==> run_1/placement.png <==
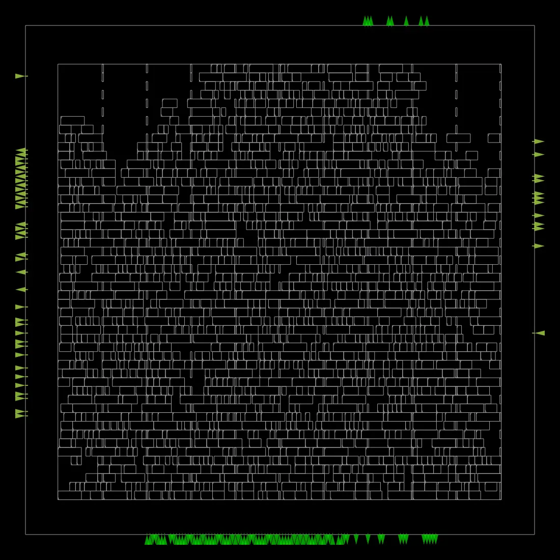
==> run_1/cell_density.png <==
(2 px per µm) 16 x 16 tiles, from dark blue (low) to red (high), 0 to 100% covered.
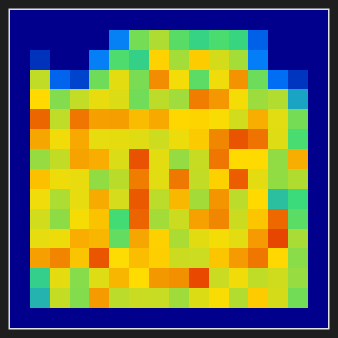
==> run_1/placement_by_type.png <==
(2 px per µm)
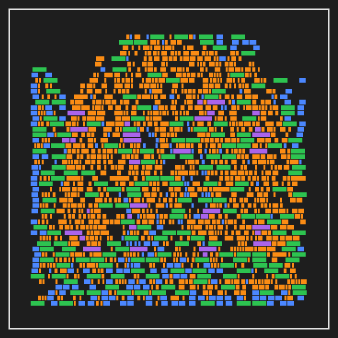
File: config.mk
export PLATFORM = sky130hd
export DESIGN_NAME = rect_fill_engine
export DESIGN_NICKNAME = d
export VERILOG_FILES = /design/src/rtl/gpu_pkg.sv /design/src/rtl/rect_clip.sv /design/src/rtl/rect_fill_engine.sv
export SDC_FILE = /design/constraint.sdc
export NUM_CORES = 1
export LEC_CHECK = 0
export CORE_MARGIN = 10
export CORE_UTILIZATION = 55
export CTS_CLUSTER_SIZE = 12
export DETAILED_ROUTE_END_ITERATION = 8
export GPL_ROUTABILITY_DRIVEN = 0
export GPL_TIMING_DRIVEN = 0
export PLACE_DENSITY = 0.79
export SKIP_LAST_GASP = 1
export SYNTH_ARGS = -nofsm -noshare
export SYNTH_HDL_FRONTEND = slang
export SYNTH_SLANG_ARGS = --single-unit
File: constraint.sdc
create_clock -name clk -period 3.94 [get_ports clk]
set_input_delay 0.394 -clock clk [delete_from_list [all_inputs] [get_ports clk]]
set_output_delay 0.394 -clock clk [all_outputs]
set_load 0.02 [all_outputs]
File: src/rtl/gpu_pkg.sv
// Shared definitions for the fill engine: the control state encoding and
// the default frame geometry used as parameter defaults.
package gpu_pkg;

    // Control states of the rectangle fill engine.
    typedef enum logic [1:0] {
        ST_IDLE  = 2'd0,
        ST_SETUP = 2'd1,
        ST_FILL  = 2'd2,
        ST_DONE  = 2'd3
    } fill_state_t;

    // Default frame geometry and datapath widths.
    localparam int DEF_H_RES   = 640;
    localparam int DEF_V_RES   = 480;
    localparam int DEF_COLOR_W = 24;
    localparam int DEF_COORD_W = 10;
    localparam int DEF_ADDR_W  = 19;

endpackage

File: src/rtl/rect_clip.sv
// Combinational clipping of a rectangle command against the frame.
// Produces an inclusive start corner, exclusive end corner and an
// empty flag. Mode 1 (full-frame clear) ignores the command geometry.
module rect_clip
    import gpu_pkg::*;
#(
    parameter int H_RES   = DEF_H_RES,
    parameter int V_RES   = DEF_V_RES,
    parameter int COORD_W = DEF_COORD_W
) (
    input  logic               mode,
    input  logic [COORD_W-1:0] x0,
    input  logic [COORD_W-1:0] y0,
    input  logic [COORD_W-1:0] w,
    input  logic [COORD_W-1:0] h,
    output logic [COORD_W:0]   clip_x0,
    output logic [COORD_W:0]   clip_y0,
    output logic [COORD_W:0]   clip_xe,
    output logic [COORD_W:0]   clip_ye,
    output logic               empty
);

    localparam int CW1 = COORD_W + 1;

    // Frame limits at the widened coordinate width so the end-corner sums
    // can be compared without overflow.
    localparam logic [COORD_W:0] H_LIM = CW1'(H_RES);
    localparam logic [COORD_W:0] V_LIM = CW1'(V_RES);

    logic [COORD_W:0] x_ext;
    logic [COORD_W:0] y_ext;
    logic [COORD_W:0] x_sum;
    logic [COORD_W:0] y_sum;

    // Clip the end corner to the frame and flag rectangles with no pixels.
    always_comb begin
        x_ext   = {1'b0, x0};
        y_ext   = {1'b0, y0};
        x_sum   = x_ext + {1'b0, w};
        y_sum   = y_ext + {1'b0, h};
        clip_x0 = '0;
        clip_y0 = '0;
        clip_xe = H_LIM;
        clip_ye = V_LIM;
        empty   = 1'b0;
        if (!mode) begin
            clip_x0 = x_ext;
            clip_y0 = y_ext;
            clip_xe = (x_sum > H_LIM) ? H_LIM : x_sum;
            clip_ye = (y_sum > V_LIM) ? V_LIM : y_sum;
            empty   = (x_ext >= H_LIM) || (y_ext >= V_LIM) ||
                      (w == '0) || (h == '0);
        end
    end

endmodule

File: src/rtl/rect_fill_engine.sv
// Rectangle fill / frame clear engine. Accepts one command at a time,
// clips it against the frame, then streams one framebuffer write per
// cycle in row-major order, honouring framebuffer back-pressure.
module rect_fill_engine
    import gpu_pkg::*;
#(
    parameter int H_RES   = DEF_H_RES,
    parameter int V_RES   = DEF_V_RES,
    parameter int COLOR_W = DEF_COLOR_W,
    parameter int COORD_W = DEF_COORD_W,
    parameter int ADDR_W  = DEF_ADDR_W
) (
    input  logic               clk,
    input  logic               rst_n,
    input  logic               cmd_valid,
    output logic               cmd_ready,
    input  logic [COORD_W-1:0] cmd_x0,
    input  logic [COORD_W-1:0] cmd_y0,
    input  logic [COORD_W-1:0] cmd_w,
    input  logic [COORD_W-1:0] cmd_h,
    input  logic [COLOR_W-1:0] cmd_color,
    input  logic               cmd_mode,
    input  logic               fb_stall,
    output logic               fb_we,
    output logic [ADDR_W-1:0]  fb_waddr,
    output logic [COLOR_W-1:0] fb_wdata,
    output logic               busy,
    output logic               done,
    output logic [ADDR_W:0]    pix_count
);

    // Typed increments and the per-row address stride.
    localparam logic [COORD_W:0] ONE_C  = 1;
    localparam logic [ADDR_W-1:0] ONE_A = 1;
    localparam logic [ADDR_W:0]   ONE_P = 1;
    localparam logic [ADDR_W-1:0] H_STEP = ADDR_W'(H_RES);

    fill_state_t state;

    // Command fields captured at acceptance.
    logic [COORD_W-1:0] x0_reg;
    logic [COORD_W-1:0] y0_reg;
    logic [COORD_W-1:0] w_reg;
    logic [COORD_W-1:0] h_reg;
    logic               mode_reg;

    // Scan bounds and position of the pending write.
    logic [COORD_W:0]  x_start_reg;
    logic [COORD_W:0]  x_end_reg;
    logic [COORD_W:0]  y_end_reg;
    logic [COORD_W:0]  x_reg;
    logic [COORD_W:0]  y_reg;
    logic [ADDR_W-1:0] row_base_reg;

    // Clipper results, valid while in SETUP.
    logic [COORD_W:0] clip_x0;
    logic [COORD_W:0] clip_y0;
    logic [COORD_W:0] clip_xe;
    logic [COORD_W:0] clip_ye;
    logic             clip_empty;

    logic [ADDR_W-1:0] setup_base;
    logic [ADDR_W-1:0] next_row_base;
    logic              x_last;
    logic              y_last;

    rect_clip #(
        .H_RES   (H_RES),
        .V_RES   (V_RES),
        .COORD_W (COORD_W)
    ) u_clip (
        .mode    (mode_reg),
        .x0      (x0_reg),
        .y0      (y0_reg),
        .w       (w_reg),
        .h       (h_reg),
        .clip_x0 (clip_x0),
        .clip_y0 (clip_y0),
        .clip_xe (clip_xe),
        .clip_ye (clip_ye),
        .empty   (clip_empty)
    );

    // The only multiply is the starting row base, used once per command
    // in SETUP; the per-pixel path below only adds.
    assign setup_base    = ADDR_W'(clip_y0) * H_STEP;
    assign next_row_base = row_base_reg + H_STEP;
    assign x_last        = (x_reg + ONE_C) == x_end_reg;
    assign y_last        = (y_reg + ONE_C) == y_end_reg;

    // Command FSM with registered handshake, status and write-port outputs.
    always_ff @(posedge clk) begin
        if (!rst_n) begin
            state        <= ST_IDLE;
            cmd_ready    <= 1'b0;
            busy         <= 1'b0;
            done         <= 1'b0;
            fb_we        <= 1'b0;
            fb_waddr     <= '0;
            fb_wdata     <= '0;
            pix_count    <= '0;
            x0_reg       <= '0;
            y0_reg       <= '0;
            w_reg        <= '0;
            h_reg        <= '0;
            mode_reg     <= 1'b0;
            x_start_reg  <= '0;
            x_end_reg    <= '0;
            y_end_reg    <= '0;
            x_reg        <= '0;
            y_reg        <= '0;
            row_base_reg <= '0;
        end else begin
            case (state)
                ST_IDLE: begin
                    cmd_ready <= 1'b1;
                    done      <= 1'b0;
                    if (cmd_valid && cmd_ready) begin
                        x0_reg    <= cmd_x0;
                        y0_reg    <= cmd_y0;
                        w_reg     <= cmd_w;
                        h_reg     <= cmd_h;
                        mode_reg  <= cmd_mode;
                        fb_wdata  <= cmd_color;
                        pix_count <= '0;
                        cmd_ready <= 1'b0;
                        busy      <= 1'b1;
                        state     <= ST_SETUP;
                    end
                end

                ST_SETUP: begin
                    // Load scan bounds and present the first write directly.
                    x_start_reg  <= clip_x0;
                    x_end_reg    <= clip_xe;
                    y_end_reg    <= clip_ye;
                    x_reg        <= clip_x0;
                    y_reg        <= clip_y0;
                    row_base_reg <= setup_base;
                    fb_waddr     <= setup_base + ADDR_W'(clip_x0);
                    if (clip_empty) begin
                        done  <= 1'b1;
                        state <= ST_DONE;
                    end else begin
                        fb_we <= 1'b1;
                        state <= ST_FILL;
                    end
                end

                ST_FILL: begin
                    // Advance only when the presented write is taken.
                    if (!fb_stall) begin
                        pix_count <= pix_count + ONE_P;
                        if (x_last) begin
                            if (y_last) begin
                                fb_we <= 1'b0;
                                done  <= 1'b1;
                                state <= ST_DONE;
                            end else begin
                                x_reg        <= x_start_reg;
                                y_reg        <= y_reg + ONE_C;
                                row_base_reg <= next_row_base;
                                fb_waddr     <= next_row_base + ADDR_W'(x_start_reg);
                            end
                        end else begin
                            x_reg    <= x_reg + ONE_C;
                            fb_waddr <= fb_waddr + ONE_A;
                        end
                    end
                end

                ST_DONE: begin
                    done      <= 1'b0;
                    busy      <= 1'b0;
                    cmd_ready <= 1'b1;
                    state     <= ST_IDLE;
                end

                default: begin
                    state <= ST_IDLE;
                end
            endcase
        end
    end

endmodule

==> out/summary.rpt, run 1 <==
==========================================================================================
Critical path class                                                             reg -> reg
Endpoint class of the critical path                                                   flop
Violation count after the first detailed-route iteration                              1008
Fmax                                                                               263 MHz
Global router's overall resource usage                                               26.4%
Top flop regs                                                                 fb_wdata x24, pix_count x20, fb_waddr x19
Worst hold margin                                                                   453 ps
Max power group                                                               combinational cells
Post-Syn Instances                                                                    1349
Critical Path RT                                                                   4250 ps
CTS hold repair buffers                                                                  0
CP Data Arrival Time                                                               4120 ps
Combinational cell power                                                         0.00316 W
Power in the clock group                                                         0.00171 W
Met1 usage in global routing                                                         33.0%
Maximum clock insertion buffer count                                                     2
Distinct cells, synth                                                                   76
Sequence of cells on the critical path                                        nand4_4 > nor3_1 > xor3_1 > a211o_1 > nor3_1 > a21oi_1 > buf_2 > clkbuf_1 > o31ai_1 > a31oi_1
Power density cells                                                             569 mW/mm²
Global-route layer with the greatest usage                                            met2
Top register by number of flip-flops                                              fb_wdata
Most frequent cells in the layout                                             230 x sky130_fd_sc_hd__nand2_1, 176 x sky130_fd_sc_hd__dfxtp_1, 135 x sky130_fd_sc_hd__clkdlybuf4s50_1, 133 x sky130_fd_sc_hd__a21oi_1, 88 x sky130_fd_sc_hd__nor2_1
Slew Limit Fails                                                                         0
Max VDD drop                                                                        340 µV
Worst clock skew on the final layout                                               12.6 ps
Routed WL                                                                         34500 µm
Worst R2R Setup Slack                                                               130 ps
Nets in the synthesized netlist                                                       1470
AND-OR/OR-AND share of the synthesized area                                          20.8%
Number of iterations in the first detailed-routing pass                                  6
Leading register cell type out of synthesis                                   sky130_fd_sc_hd__dfxtp_1
Hold_sp                                                                       fb_wdata[20]$_SDFFE_PN0P_
Fin nets                                                                              1627
Antenna Diode Count                                                                      0
Initial antenna violation count                                                          0
Part of the total power dissipated in the clock network                              23.3%
Yosys top cell by instances                                                   sky130_fd_sc_hd__nand2_1
Post_cts resized                                                                         5
Library cell used as clock root buffer                                        sky130_fd_sc_hd__clkbuf_16
Synthesis warning total                                                                  0
Setup fix buffers added after clock tree synthesis                                       0
Critical path endpoint                                                        fb_waddr[8]$_SDFFE_PN0P_
Switching part of the total                                                          42.7%
Worst hold path type                                                            reg -> reg
Clk sink count                                                                         176
Vias in the first global route                                                       10309
Placement Rows                                                                          50
Worst r2r src                                                                 x_reg[0]$_SDFFE_PN0P_
Number of synthesized flops with an enable pin                                           0
Wire length of the first global-routing pass                                      55400 µm
Overall overflow remaining after global route                                            0
Final min period                                                                   3810 ps
Share of the yosys chip area belonging to registers                                  33.2%
Number of I/O port buffers                                                             135
Top area contributor share                                                           33.2%
Vias                                                                                 10812
Cells in synth_stat.txt                                                               1349
DR WL/cell                                                                         19.4 µm
Detailed placement HPWL                                                           25900 µm
Relative slew margins                                                                36.6%
Uppermost routed layer                                                                met4
Number of maximum-capacitance violations                                                 0
Die Height                                                                          159 µm
CP Max Fanout                                                                           10
Sequential power                                                                 0.00248 W
Sequential cell area                                                           0.00352 mm²
Chip area line of the yosys report                                              0.0106 mm²
Late-Pin Clk Latency                                                                450 ps
Share of async-settable or async-resettable flops after synthesis                       0%
Cell depth of the worst setup path                                                      10
Xor/xnor share of the synthesized area                                               9.30%
Cell family contributing the most delay on the critical path                  simple AND/OR/NAND/NOR gates
Leading cell types by count after synthesis                                   230 x sky130_fd_sc_hd__nand2_1, 176 x sky130_fd_sc_hd__dfxtp_1, 133 x sky130_fd_sc_hd__a21oi_1, 88 x sky130_fd_sc_hd__nor2_1, 63 x sky130_fd_sc_hd__clkbuf_1
Result of the run                                                             complete, no violations
Die area                                                                        0.0253 mm²
Total power                                                                      0.00735 W
Met2 Usage GRT                                                                       43.0%
Mux contribution to synthesized area                                                 2.53%
Endpoint of the worst register-to-register path                               fb_waddr[8]$_SDFFE_PN0P_
Slowest stage cell, crit path                                                 sky130_fd_sc_hd__nor3_1
Residual DRC count                                                                       0
Placement Cell Area                                                             0.0123 mm²
Number of routed nets with antenna violations                                            0
Met2 WL post-DR                                                                   15800 µm
Commonest Layout Cell                                                               sky130_fd_sc_hd__nand2_1
Count of buffering cells on the critical path with inverters included                    2
Worst setup slack after layout                                                      134 ps
Met3 Wirelength                                                                    3300 µm
Ratio of cells with drive above 1 in the final layout                                5.20%
Mean instance size in the synthesized netlist                                     7.87 µm²
Share of synthesized cell area in and, or, nand and nor gates                        23.5%
I/O pin total                                                                          136
Flip-flop count of the largest register after layout                                    24
DRT met1 WL                                                                       14400 µm
Number of warnings the tools reported                                                   29
Internal Dissipation                                                             0.00421 W
Clock edge transition at the registers on the reported setup and hold paths          70 ps
Pin count of the biggest net entering global routing                                    19
TritonCTS buffer count                                                                  17
==========================================================================================
About placement.png:
Fillers: 1593
Core Box Area: 0.0188 mm²

About cell_density.png:
emptiest ninth of the die: north-west
tiles over 75% full: 26%
densest ninth of the die: centre
core utilization at floorplan: 56.4%
final cell utilization of the core: 68.6%

About placement_by_type.png:
legend:
  combinational and other logic:
    colour: orange
    cells: 1088
  other buffers and delay cells:
    colour: blue
    cells: 223
  clock drivers and dummy loads:
    colour: purple
    cells: 32
  flops:
    colour: green
    cells: 176
Final Instance Area: 0.0129 mm²
Seq/total area: 27.3%

## run 1: area by class of cell
class                           count  area share (%)
Clock inverter                     15            1.12
Sequential cell                   176            27.3
Multi-Input combinational cell   1061            51.7
Inverter                           27           0.784
Tap cell                          260            2.52
Timing Repair Buffer              138            10.6
Clock buffer                       17            3.29
Buffer                             85            2.71
## run 1: how the worst min path moves through the flow
stage               slack [ps]  depth (start not counted)                        end
finish                     450                          2  fb_wdata[20]$_SDFFE_PN0P_
global route               470                          2   fb_wdata[2]$_SDFFE_PN0P_
CTS                        460                          2   fb_wdata[1]$_SDFFE_PN0P_
global placement           440                          2  fb_wdata[20]$_SDFFE_PN0P_
floorplan                  440                          2  x_end_reg[8]$_SDFFE_PN0N_
detailed placement         450                          2   fb_wdata[1]$_SDFFE_PN0P_
==> run 1 -> run 2 <==
- CAP_MARGIN: default -> 15
==> run_2/cell_density.png <==
(2 px per µm) 16 x 16 tiles, from dark blue (low) to red (high), 0 to 100% covered.
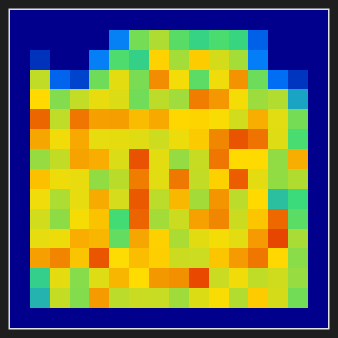
nearly empty tiles: 27%
densest ninth of the die: centre
mean over tiles: 50%
fullest tile: 92%
tiles over 75% full: 26%
emptiest ninth of the die: north-west

==> run 2 against run 1 <==
Compared with the run above:
- clock power barely moved
- utilization did not move
- cell count is the same
- sequential power about the same
- sequential share of layout area is the same
- count of clock-buffer cells in the layout stayed put
- cell area is the same
- global-route usage unchanged
- first-iteration DRC count stayed put
- die size unchanged
- power unchanged
- critical path type unchanged
==> out/summary.rpt, run 2 <==
==========================================================================================
Hold_sp                                                                       fb_wdata[20]$_SDFFE_PN0P_
CTS hold repair buffers                                                                  0
Residual DRC count                                                                       0
Internal Dissipation                                                             0.00421 W
Fmax                                                                               263 MHz
Fin nets                                                                              1627
Core utilization at floorplan                                                        56.4%
Final min period                                                                   3810 ps
CP Data Arrival Time                                                               4120 ps
Critical Path RT                                                                   4250 ps
Top area contributor share                                                           33.2%
Commonest Layout Cell                                                               sky130_fd_sc_hd__nand2_1
Worst clock skew on the final layout                                               12.6 ps
Part of the total power dissipated in the clock network                              23.3%
CP Max Fanout                                                                           10
Relative slew margins                                                                36.6%
Placement Rows                                                                          50
Endpoint class of the critical path                                                   flop
Antenna Diode Count                                                                      0
Worst R2R Setup Slack                                                               130 ps
Maximum clock insertion buffer count                                                     2
Hold endpoint                                                                 fb_wdata[20]$_SDFFE_PN0P_
Endpoint of the worst register-to-register path                               fb_waddr[8]$_SDFFE_PN0P_
Slew Limit Fails                                                                         0
Cells in synth_stat.txt                                                               1349
DRT met1 WL                                                                       14400 µm
DR WL/cell                                                                         19.4 µm
Max power group                                                               combinational cells
Setup fix buffers added after clock tree synthesis                                       0
Share of the yosys chip area belonging to registers                                  33.2%
Flip-flop count of the largest register after layout                                    24
Library cell used as clock root buffer                                        sky130_fd_sc_hd__clkbuf_16
Sequence of cells on the critical path                                        nand4_4 > nor3_1 > xor3_1 > a211o_1 > nor3_1 > a21oi_1 > buf_2 > clkbuf_1 > o31ai_1 > a31oi_1
Cell family contributing the most delay on the critical path                  simple AND/OR/NAND/NOR gates
Met1 usage in global routing                                                         33.0%
Synthesis warning total                                                                  0
Clock edge transition at the registers on the reported setup and hold paths          70 ps
Uppermost routed layer                                                                met4
Yosys top cell by instances                                                   sky130_fd_sc_hd__nand2_1
Chip area line of the yosys report                                              0.0106 mm²
Met2 Usage GRT                                                                       43.0%
Cell count of the worst hold path                                                        2
Core Box Area                                                                   0.0188 mm²
Number of routed nets with antenna violations                                            0
Worst r2r src                                                                 x_reg[0]$_SDFFE_PN0P_
Combinational cell power                                                         0.00316 W
Sequential power                                                                 0.00248 W
Sequential cell area                                                           0.00352 mm²
Pin count of the biggest net entering global routing                                    19
Post_cts resized                                                                         5
Mean instance size in the synthesized netlist                                     7.87 µm²
Max VDD drop                                                                        340 µV
Clk sink count                                                                         176
Global-route layer with the greatest usage                                            met2
Top flop regs                                                                 fb_wdata x24, pix_count x20, fb_waddr x19
Late-Pin Clk Latency                                                                450 ps
Critical path class                                                             reg -> reg
Number of I/O port buffers                                                             135
Number of warnings the tools reported                                                   29
Number of iterations in the first detailed-routing pass                                  6
Routed WL                                                                         34500 µm
Met2 WL post-DR                                                                   15800 µm
Total power                                                                      0.00735 W
Violation count after the first detailed-route iteration                              1008
TritonCTS buffer count                                                                  17
Vias in the first global route                                                       10309
Die Height                                                                          159 µm
Result of the run                                                             complete, no violations
Leading register cell type out of synthesis                                   sky130_fd_sc_hd__dfxtp_1
Ratio of cells with drive above 1 in the final layout                                5.20%
Critical path endpoint                                                        fb_waddr[8]$_SDFFE_PN0P_
Top register by number of flip-flops                                              fb_wdata
Most frequent cells in the layout                                             230 x sky130_fd_sc_hd__nand2_1, 176 x sky130_fd_sc_hd__dfxtp_1, 135 x sky130_fd_sc_hd__clkdlybuf4s50_1, 133 x sky130_fd_sc_hd__a21oi_1, 88 x sky130_fd_sc_hd__nor2_1
Count of buffering cells on the critical path with inverters included                    2
==========================================================================================
-- run 2: metrics by stage --
stage	area (µm²)	worst slack [ps]	util (%)
floorplan	10600	394	-
global placement	12300	-538	65.3
detailed placement	12300	-625	65.3
finish	12900	134	68.6
global route	12900	-19.8	68.6
CTS	12900	85.7	68.4
-- run 2: cells by family after synthesis --
family          after synthesis  share of synthesized area, %
buf+inv                     112                          4.18
xor+xnor                    111                          9.30
flops                       176                          33.2
fa+ha+maj                    53                          6.43
compound gates              336                          20.8
other cells                   1                        0.0353
simple gates                534                          23.5
mux                          26                          2.53
-- run 2: layout make-up --
cell class	instances	area share [%]
Clock inverter	15	1.12
Multi-Input combinational cell	1061	51.7
Sequential cell	176	27.3
Timing Repair Buffer	138	10.6
Clock buffer	17	3.29
Buffer	85	2.71
Tap cell	260	2.52
Inverter	27	0.784
Power is estimated from default activity; no workload was simulated.
